===== src/rtl/lamp_sequence_generator_pkg.sv =====
// Shared types and default widths for the lamp-sequence transmit side.
package lamp_seq_pkg;

  localparam int unsigned NBITS  = 3;
  localparam int unsigned HOLD_W = 4;
  localparam int unsigned REP_W  = 3;

  typedef enum logic [NBITS-1:0] {
    IDLE,
    ON1,
    ON2,
    ON3,
    GAP,
    FINISH
  } gen_state_t;

endpackage


===== src/rtl/lamp_sequence_generator_down_counter.sv =====
// Loadable down-counter that saturates at zero; load takes priority over decrement.
module down_counter #(
  parameter int unsigned W = 4
) (
  input  logic         clk,
  input  logic         reset,
  input  logic         i_load,
  input  logic         i_dec,
  input  logic [W-1:0] i_load_val,
  output logic [W-1:0] o_value,
  output logic         o_zero
);

  logic [W-1:0] r_value;

  always_ff @(posedge clk) begin
    if (reset) begin
      r_value <= '0;
    end else if (i_load) begin
      r_value <= i_load_val;
    end else if (i_dec && (r_value != '0)) begin
      r_value <= r_value - W'(1);
    end
  end

  assign o_value = r_value;
  assign o_zero  = (r_value == '0);

endmodule


===== src/rtl/lamp_sequence_generator.sv =====
// Lamp-sequence generator: runs a configurable number of 1-2-3 lamp passes per start pulse.
module lamp_sequence_generator #(
  parameter int unsigned NBITS  = lamp_seq_pkg::NBITS,
  parameter int unsigned HOLD_W = lamp_seq_pkg::HOLD_W,
  parameter int unsigned REP_W  = lamp_seq_pkg::REP_W
) (
  input  logic              clk,
  input  logic              reset,
  input  logic              start,
  input  logic              abort,
  input  logic [HOLD_W-1:0] dwell,
  input  logic [HOLD_W-1:0] gap,
  input  logic [REP_W-1:0]  passes,
  output logic              Lampada1,
  output logic              Lampada2,
  output logic              Lampada3,
  output logic              busy,
  output logic              done
);

  import lamp_seq_pkg::*;

  // State width is owned by the package enum; a mismatched override is rejected here.
  if (NBITS != $bits(gen_state_t)) begin : g_nbits_mismatch
    $error("NBITS must equal the width of gen_state_t");
  end

  gen_state_t        r_state, w_next;
  logic [HOLD_W-1:0] r_dwell, r_gap;

  logic              w_hold_load, w_hold_dec, w_hold_zero;
  logic [HOLD_W-1:0] w_hold_ld_val, w_hold_val;
  logic              w_rem_load, w_rem_dec, w_rem_zero;
  logic [REP_W-1:0]  w_rem_val;
  logic              w_start_ok, w_last;

  assign w_start_ok = start && !abort && (passes != '0);
  assign w_last     = (w_rem_val == REP_W'(1));

  down_counter #(.W(HOLD_W)) u_hold_cnt (
    .clk        (clk),
    .reset      (reset),
    .i_load     (w_hold_load),
    .i_dec      (w_hold_dec),
    .i_load_val (w_hold_ld_val),
    .o_value    (w_hold_val),
    .o_zero     (w_hold_zero)
  );

  down_counter #(.W(REP_W)) u_pass_cnt (
    .clk        (clk),
    .reset      (reset),
    .i_load     (w_rem_load),
    .i_dec      (w_rem_dec),
    .i_load_val (passes),
    .o_value    (w_rem_val),
    .o_zero     (w_rem_zero)
  );

  always_ff @(posedge clk) begin
    if (reset) begin
      r_state <= IDLE;
      r_dwell <= '0;
      r_gap   <= '0;
    end else begin
      r_state <= w_next;
      if ((r_state == IDLE) && w_start_ok) begin
        r_dwell <= dwell;
        r_gap   <= gap;
      end
    end
  end

  always_comb begin
    w_next        = r_state;
    w_hold_load   = 1'b0;
    w_hold_dec    = 1'b0;
    w_hold_ld_val = r_dwell;
    w_rem_load    = 1'b0;
    w_rem_dec     = 1'b0;
    unique case (r_state)
      IDLE: begin
        if (w_start_ok) begin
          w_next        = ON1;
          w_hold_load   = 1'b1;
          w_hold_ld_val = dwell;
          w_rem_load    = 1'b1;
        end
      end
      ON1: begin
        if (abort)            w_next = IDLE;
        else if (w_hold_zero) w_next = ON2;
        else                  w_hold_dec = 1'b1;
      end
      ON2: w_next = abort ? IDLE : ON3;
      ON3: begin
        if (abort) begin
          w_next = IDLE;
        end else begin
          w_rem_dec = 1'b1;
          if (w_last) begin
            w_next = FINISH;
          end else if (r_gap == '0) begin
            w_next      = ON1;
            w_hold_load = 1'b1;
          end else begin
            w_next        = GAP;
            w_hold_load   = 1'b1;
            w_hold_ld_val = r_gap - HOLD_W'(1);
          end
        end
      end
      GAP: begin
        if (abort) begin
          w_next = IDLE;
        end else if (w_hold_zero) begin
          w_next      = ON1;
          w_hold_load = 1'b1;
        end else begin
          w_hold_dec = 1'b1;
        end
      end
      FINISH:  w_next = IDLE;
      default: w_next = IDLE;
    endcase
  end

  assign Lampada1 = (r_state == ON1);
  assign Lampada2 = (r_state == ON2);
  assign Lampada3 = (r_state == ON3);
  assign busy     = (r_state == ON1) || (r_state == ON2) || (r_state == ON3) || (r_state == GAP);
  assign done     = (r_state == FINISH);

  a_rem_live: assert property (@(posedge clk) disable iff (reset)
    busy |-> !w_rem_zero);
  a_gap_bound: assert property (@(posedge clk) disable iff (reset)
    (r_state == GAP) |-> (w_hold_val < r_gap));

endmodule

===== config.mk =====
export PLATFORM = sky130hd
export DESIGN_NAME = lamp_sequence_generator
export DESIGN_NICKNAME = d
export VERILOG_FILES = /design/src/rtl/lamp_sequence_generator_pkg.sv /design/src/rtl/lamp_sequence_generator_down_counter.sv /design/src/rtl/lamp_sequence_generator.sv
export SDC_FILE = /design/constraint.sdc
export NUM_CORES = 1
export LEC_CHECK = 0
export CAP_MARGIN = 20
export CORE_MARGIN = 1
export CORE_UTILIZATION = 57
export DETAILED_ROUTE_END_ITERATION = 7
export GPL_TIMING_DRIVEN = 0
export PLACE_DENSITY_LB_ADDON = 0.12
export SYNTH_ARGS = -nofsm -noshare
export SYNTH_HDL_FRONTEND = slang
export SYNTH_SLANG_ARGS = --single-unit

===== constraint.sdc =====
create_clock -name clk -period 3.9 [get_ports clk]
set_clock_uncertainty 0.1 [all_clocks]
set_input_delay 0.78 -clock clk [delete_from_list [all_inputs] [get_ports clk]]
set_output_delay 0.78 -clock clk [all_outputs]
set_load 0.05 [all_outputs]

==> results_dict.tcl, run 1 <==
# metrics dict for downstream scripts
set metrics [dict create \
    drtAntennaViolNets 0 \
    critPathCapture "Lampada1" \
    power_per_cell_area_nw_per_um2 302 \
    maxCapViolations 0 \
    yosys_most_used_dff "sky130_fd_sc_hd__dfxtp_1" \
    timing_worst_slew_pin_value_ns 0.493 \
    layout_setup_ws_ns 0.927 \
    top_level_ports 20 \
    yosysWarnings 0 \
    synth-area-yosys_um2 1250 \
    avgRoutedWirePerCell_um 14.0 \
    fmax_ghz 0.336 \
    fp.dieH_um 48.8 \
    track_usage_pct 26.8 \
    critPathTopFamily "buffers and inverters" \
    timing.reg2reg.setup_slack_ns 1.99 \
    netlist_area_um2 1250 \
    finalWeightedCongestion 0.877 \
    worst_setup_path_start_kind "flip-flop" \
    layout-area-overhead-vs-synth_pct 19.8 \
    synth_seq_share_pct 28.9 \
    timing.critical_path.arrival_ns 2.09 \
    floorplan_net_count 175 \
    synth-cells-yosys 153 \
    critical_path_class "reg2out" \
    hold_viol 0 \
    placedInstanceArea_um2 1470 \
    finalNetCount 199 \
    status "complete, no violations" \
    synthesis.instances 153 \
    number_of_diodes_added_for_antenna_fixing 0 \
    antenna_found_initial 0 \
    setup_violations 0 \
    cts_setup_buffers 0 \
    endpoint_kind "output pin" \
    core_util_floorplan_pct 62.2 \
    worst_skew_pair.late_latency_ns 0.29 \
    cts_max_level 1 \
    final.setup.tns_ns 0 \
    cts-hold-fix-buffers 0 \
    cts.path.max_buffers 2 \
    finalMaxSlewViolations 0 \
    wire_length_of_the_first_global_routing_pass_um 5010 \
    min_to "r_gap[1]" \
    worst_r2r_startpoint "r_gap[0]" \
    synth.ff_latch_count 18 \
    met3_track_usage_gr_pct 3.46 \
    cp_data_required_time_ns 3.02 \
    cp_depth 3 \
    cts_tree "done" \
    grt_overflow_total 0 \
    power.total_mw 0.451 \
    async_flop_share_pct 0 \
    period_used_pct 76.2 \
    cellLeakagePower_nw 0.581 \
    dieArea_um2 2380 \
    number_of_placed_cells_counting_well_taps 199 \
    final_layout_top_logic_cells "sky130_fd_sc_hd__nand2_1, sky130_fd_sc_hd__clkdlybuf4s50_1, sky130_fd_sc_hd__dfxtp_1" \
    pin_count_of_the_biggest_net_entering_global_routing 11 \
    worstPathMaxFanout 10 \
    final_critical_path_required_period_ns 2.97 \
    slew_headroom_pct 67.0 \
    detailedRoute.firstPassIterationCount 4 \
    path_type_of_the_worst_min_delay_path "reg2reg" \
    drive_above_1_share_pct 9.14 \
    r2r_cells 7 \
    edf_count 0 \
    cts_resized 0 \
    critical_path.reg2reg.endpoint "u_hold_cnt.o_value[1]" \
    worstSetupStartpoint "r_state[2]" \
    cp_max_stage_cell "sky130_fd_sc_hd__clkdlybuf4s50_1" \
    rsz0062_at_grt "no" \
    worst_hold_slack_ns 0.377 \
    place_hpwl_um 2120 \
    timing.hold.worst_path_depth 2 \
    yosys.cell_types.count 45 \
    chipWidth_um 48.8 \
    min-delay-start "r_gap[1]" \
    drt_drc_violations_left 0 \
    log.warning_count 30 \
]
-- run 1: logic make-up (layout without fill, tap and decap cells) --
group | after synthesis | count (layout) | synth area share [%]
simple gates | 60 | 60 | 27.4
compound gates | 38 | 38 | 22.1
buf+inv | 20 | 42 | 7.33
flops | 18 | 18 | 28.9
xor+xnor | 8 | 8 | 5.62
fa+ha+maj | 7 | 7 | 7.03
mux | 2 | 2 | 1.61
-- run 1: synthesized netlist by cell type (4+ instances only) --
library cell	number	share of area [%]
sky130_fd_sc_hd__a21oi_1	14	5.6
sky130_fd_sc_hd__xnor2_1	5	3.5
sky130_fd_sc_hd__inv_1	12	3.6
sky130_fd_sc_hd__nor2_1	11	3.3
sky130_fd_sc_hd__nand2_1	21	6.3
sky130_fd_sc_hd__buf_2	4	1.6
sky130_fd_sc_hd__ha_1	7	7.0
sky130_fd_sc_hd__nor3_1	8	3.2
sky130_fd_sc_hd__dfxtp_1	18	29
sky130_fd_sc_hd__a211oi_1	4	2.4
-- run 1: final cells by class --
cell class | instances | area [um^2]
multi-input cells | 115 | 795
clock buffers | 3 | 22.5
plain buffers | 8 | 46.3
repair buffers | 19 | 190
well taps | 27 | 33.8
inverters | 12 | 45.0
flip-flops and latches | 18 | 360
fillers | 164 | 509
-- run 1: worst min-delay path, cell delays in order (launching register included) --
cell,delay [ns]
sky130_fd_sc_hd__dfxtp_1,0.33
sky130_fd_sc_hd__nand2_1,0.06
sky130_fd_sc_hd__a21oi_1,0.05
-- run 1: per-layer routing --
metal	vias up	wire length, um
met5	-	0
li1	592	-
met2	25	1350
met3	7	99
met1	529	1310
met4	0	55
-- run 1: report_power, final --
group	leakage [nW]	internal (mW)	total (mW)	switching [mW]
logic	0.421	0.0685	0.150	0.0813
registers	0.147	0.196	0.208	0.0114
clock network	0.0138	0.0360	0.0930	0.0570
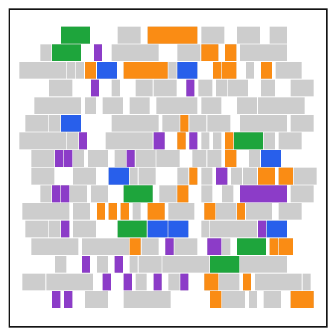
*Selected gate families, run 1*
[orange] nor cells | cells: 29 | most used: nor2_1
[purple] nand cells | cells: 25 | most used: nand2_1
[blue] xor and xnor cells | cells: 8 | most used: xnor2_1
[green] fa/ha/maj cells | cells: 7 | most used: ha_1
combinational fraction of the cell area: 53.2%
most frequently placed logic cell in the final layout: sky130_fd_sc_hd__nand2_1

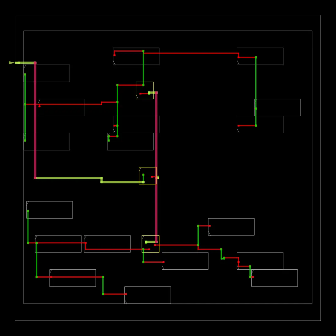
*Clock nets, run 1*
CTS buffer count: 3
clock network power: 0.0930 mW
Flops: 18
clk sink count: 18

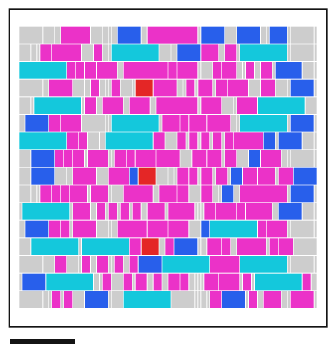
*Placed cells, one color a class, run 1*
Scale bar: 10 um. Fill, decap, tap and diode cells in gray.
[red] clock-net drivers | cells: 3 | share of their area: 1.5%
[magenta] remaining logic cells | cells: 127 | share of their area: 58%
[cyan] registers | cells: 18 | share of their area: 25%
[blue] remaining buffers and delay cells | cells: 27 | share of their area: 16%
core area: 2000 um^2
num rows: 16
core occupancy in the finished layout: 74.6%
Post-Layout Inst Area: 1490 um^2
flop share of the area: 24.1%

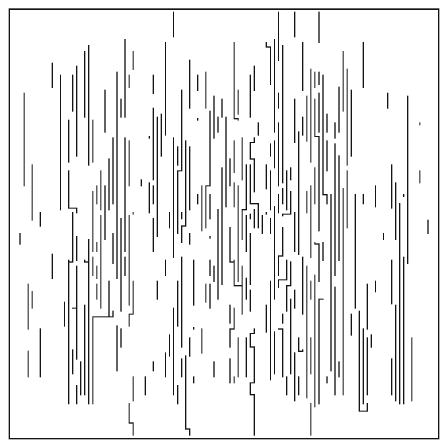
*Met2 routing, run 1*
longest straight run: 23.5 um
nets with wire on the layer: 156
share of all routed wire: 48%
vias: 1153
final wirelength: 2820 um
GR Layer Usage met2: 45.8%

==> run 2: changes to the inputs <==
CORE_UTILIZATION = 47   (was 57)
clock period = 2.68 ns   (was 3.9 ns; I/O delays follow)
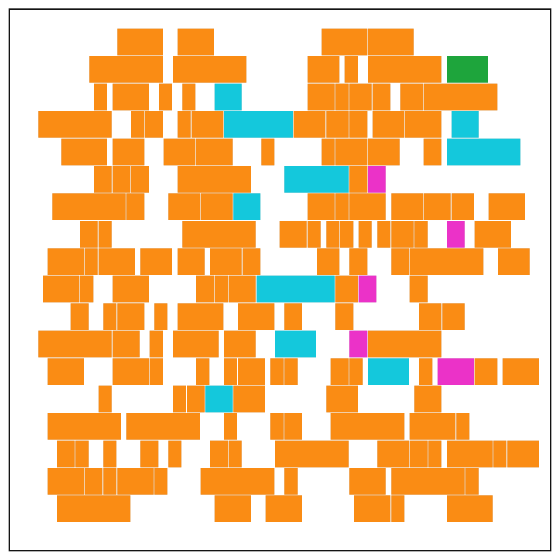
*Sizing map, run 2*
[green] x6 and larger | cells: 1 | share: 0.57%
[magenta] x2 | cells: 5 | share: 2.9%
[cyan] x3 and x4 | cells: 10 | share: 5.7%
[orange] x1 and smaller | cells: 159 | share: 91%
Final WS setup: 0.120 ns
Layout Area Growth over Synthesis: 20.3%
Non-clock buffers: 27

==> results_dict.tcl, run 2 <==
# metrics dict for downstream scripts
set metrics [dict create \
    status "complete, no violations" \
    synthesis.instances 153 \
    min_to "r_gap[1]" \
    floorplan.rows 18 \
    async_flop_share_pct 0 \
    slew_headroom_pct 63.2 \
    worst_hold_slack_ns 0.378 \
    cts.path.max_buffers 2 \
    power_per_cell_area_nw_per_um2 437 \
    number_of_diodes_added_for_antenna_fixing 0 \
    path_type_of_the_worst_min_delay_path "reg2reg" \
    timing.hold.worst_path_depth 2 \
    fp.dieH_um 53.5 \
    detailedRoute.firstPassIterationCount 4 \
    critical_path.reg2reg.endpoint "u_hold_cnt.o_value[1]" \
    drive_above_1_share_pct 9.14 \
    final_critical_path_required_period_ns 2.56 \
    maxCapViolations 0 \
    fillerInstances 251 \
    cts_tree "done" \
    top_layer "met4" \
    core_util_floorplan_pct 49.8 \
    timing_worst_slew_pin_value_ns 0.550 \
    synth-area-yosys_um2 1250 \
    min-delay-start "r_gap[1]" \
    drtAntennaViolNets 0 \
    wire_length_of_the_first_global_routing_pass_um 4470 \
    dieArea_um2 2860 \
    global_route.usage.met2_pct 35.6 \
    synth_seq_share_pct 28.9 \
    power.net_switching_mw 0.220 \
    timing.critical_path.arrival_ns 1.92 \
    timing.reg2reg.setup_slack_ns 0.77 \
    synth_largest_type_area_fraction_pct 28.9 \
    yosys_most_used_dff "sky130_fd_sc_hd__dfxtp_1" \
    routed_length_on_met1_um 1310 \
    power_frac_comb_pct 32.8 \
    critical_path_class "reg2out" \
    synth.cellmix.adderShare_pct 7.03 \
    fmax_ghz 0.391 \
    cts-hold-fix-buffers 0 \
    yosys.area_share.aoi_pct 22.1 \
    power.total_mw 0.655 \
    rsz0062_at_grt "no" \
    core_region_area_um2 2500 \
    numCtsBuffers 3 \
    intPower_mw 0.435 \
    synth-cells-yosys 153 \
    netlist_area_um2 1250 \
    seq_area_um2 360 \
    topCombFamilyByArea "simple AND/OR/NAND/NOR gates" \
    top_level_ports 20 \
    wl_met3_um 117 \
    cts_max_level 1 \
    area_leaders "sky130_fd_sc_hd__dfxtp_1, sky130_fd_sc_hd__ha_1, sky130_fd_sc_hd__nand2_1, sky130_fd_sc_hd__a21oi_1, sky130_fd_sc_hd__inv_1" \
    log.warning_count 30 \
]
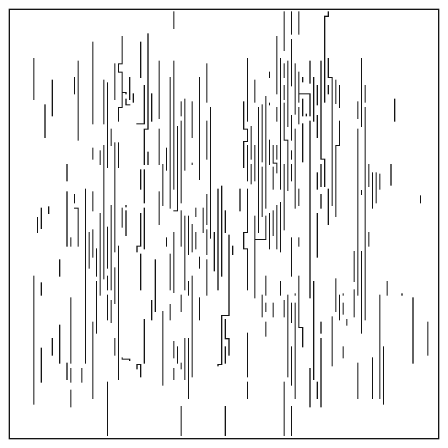
*Met2 routing, run 2*
longest straight run: 26.5 um
nets with wire on the layer: 156
wire length on this layer: 1300 um
vias: 1166
final wirelength: 2760 um

run 2: cell counts after synthesis:
No cell type changed its count.
run 2: how the worst max path moves through the flow:
stage / start / to / slack, ns / cells past startpoint
2_1_floorplan: r_state[0] / Lampada1 / 0.26 / 2
3_3_place_gp: passes[0] / u_hold_cnt.o_value[2] / 0.19 / 8
3_5_place_dp: passes[0] / u_hold_cnt.o_value[0] / 0.18 / 7
4_1_cts: r_state[1] / Lampada2 / 0.007 / 4
5_1_grt: r_state[1] / Lampada3 / 0.04 / 4
6_report: r_state[1] / Lampada3 / 0.12 / 4
run 2: worst max-delay path, cell delays in order, from the launching register on:
cell                              delay (ns)
sky130_fd_sc_hd__dfxtp_1                0.35
sky130_fd_sc_hd__buf_4                  0.19
sky130_fd_sc_hd__nand3b_4               0.17
sky130_fd_sc_hd__inv_1                  0.12
sky130_fd_sc_hd__clkdlybuf4s50_1        0.80
run 2: kinds of logic after synthesis:
family,after synthesis
AND/OR/NAND/NOR,60
AND-OR/OR-AND,38
buffers and inverters,20
flip-flops,18
XOR/XNOR,8
adder cells (fa/ha/maj),7
multiplexers,2
run 2: timing repair:
item / in CTS / in global routing
endpoints found under the setup margin: 2 / 2
cloned: 0 / 0
resized: 2 / 2
run 2: layout make-up:
type	count	share of cell area (%)
Buffer	8	3.09
Inverter	12	3.01
Multi-Input combinational cell	115	53.0
Tap cell	30	2.50
Clock buffer	3	1.50
Timing Repair Buffer	19	12.9
Sequential cell	18	24.0
run 2: power by group through the flow:
stage / Clock, mW / Combinational (mW) / Sequential [mW]
after global placement: 0 / 0.212 / 0.307
after floorplan: 0 / 0.156 / 0.305
after CTS: 0.142 / 0.216 / 0.302
after detailed placement: 0 / 0.218 / 0.308
after global routing: 0.151 / 0.239 / 0.304
final: 0.138 / 0.215 / 0.302
Power is estimated from default activity; no workload was simulated.
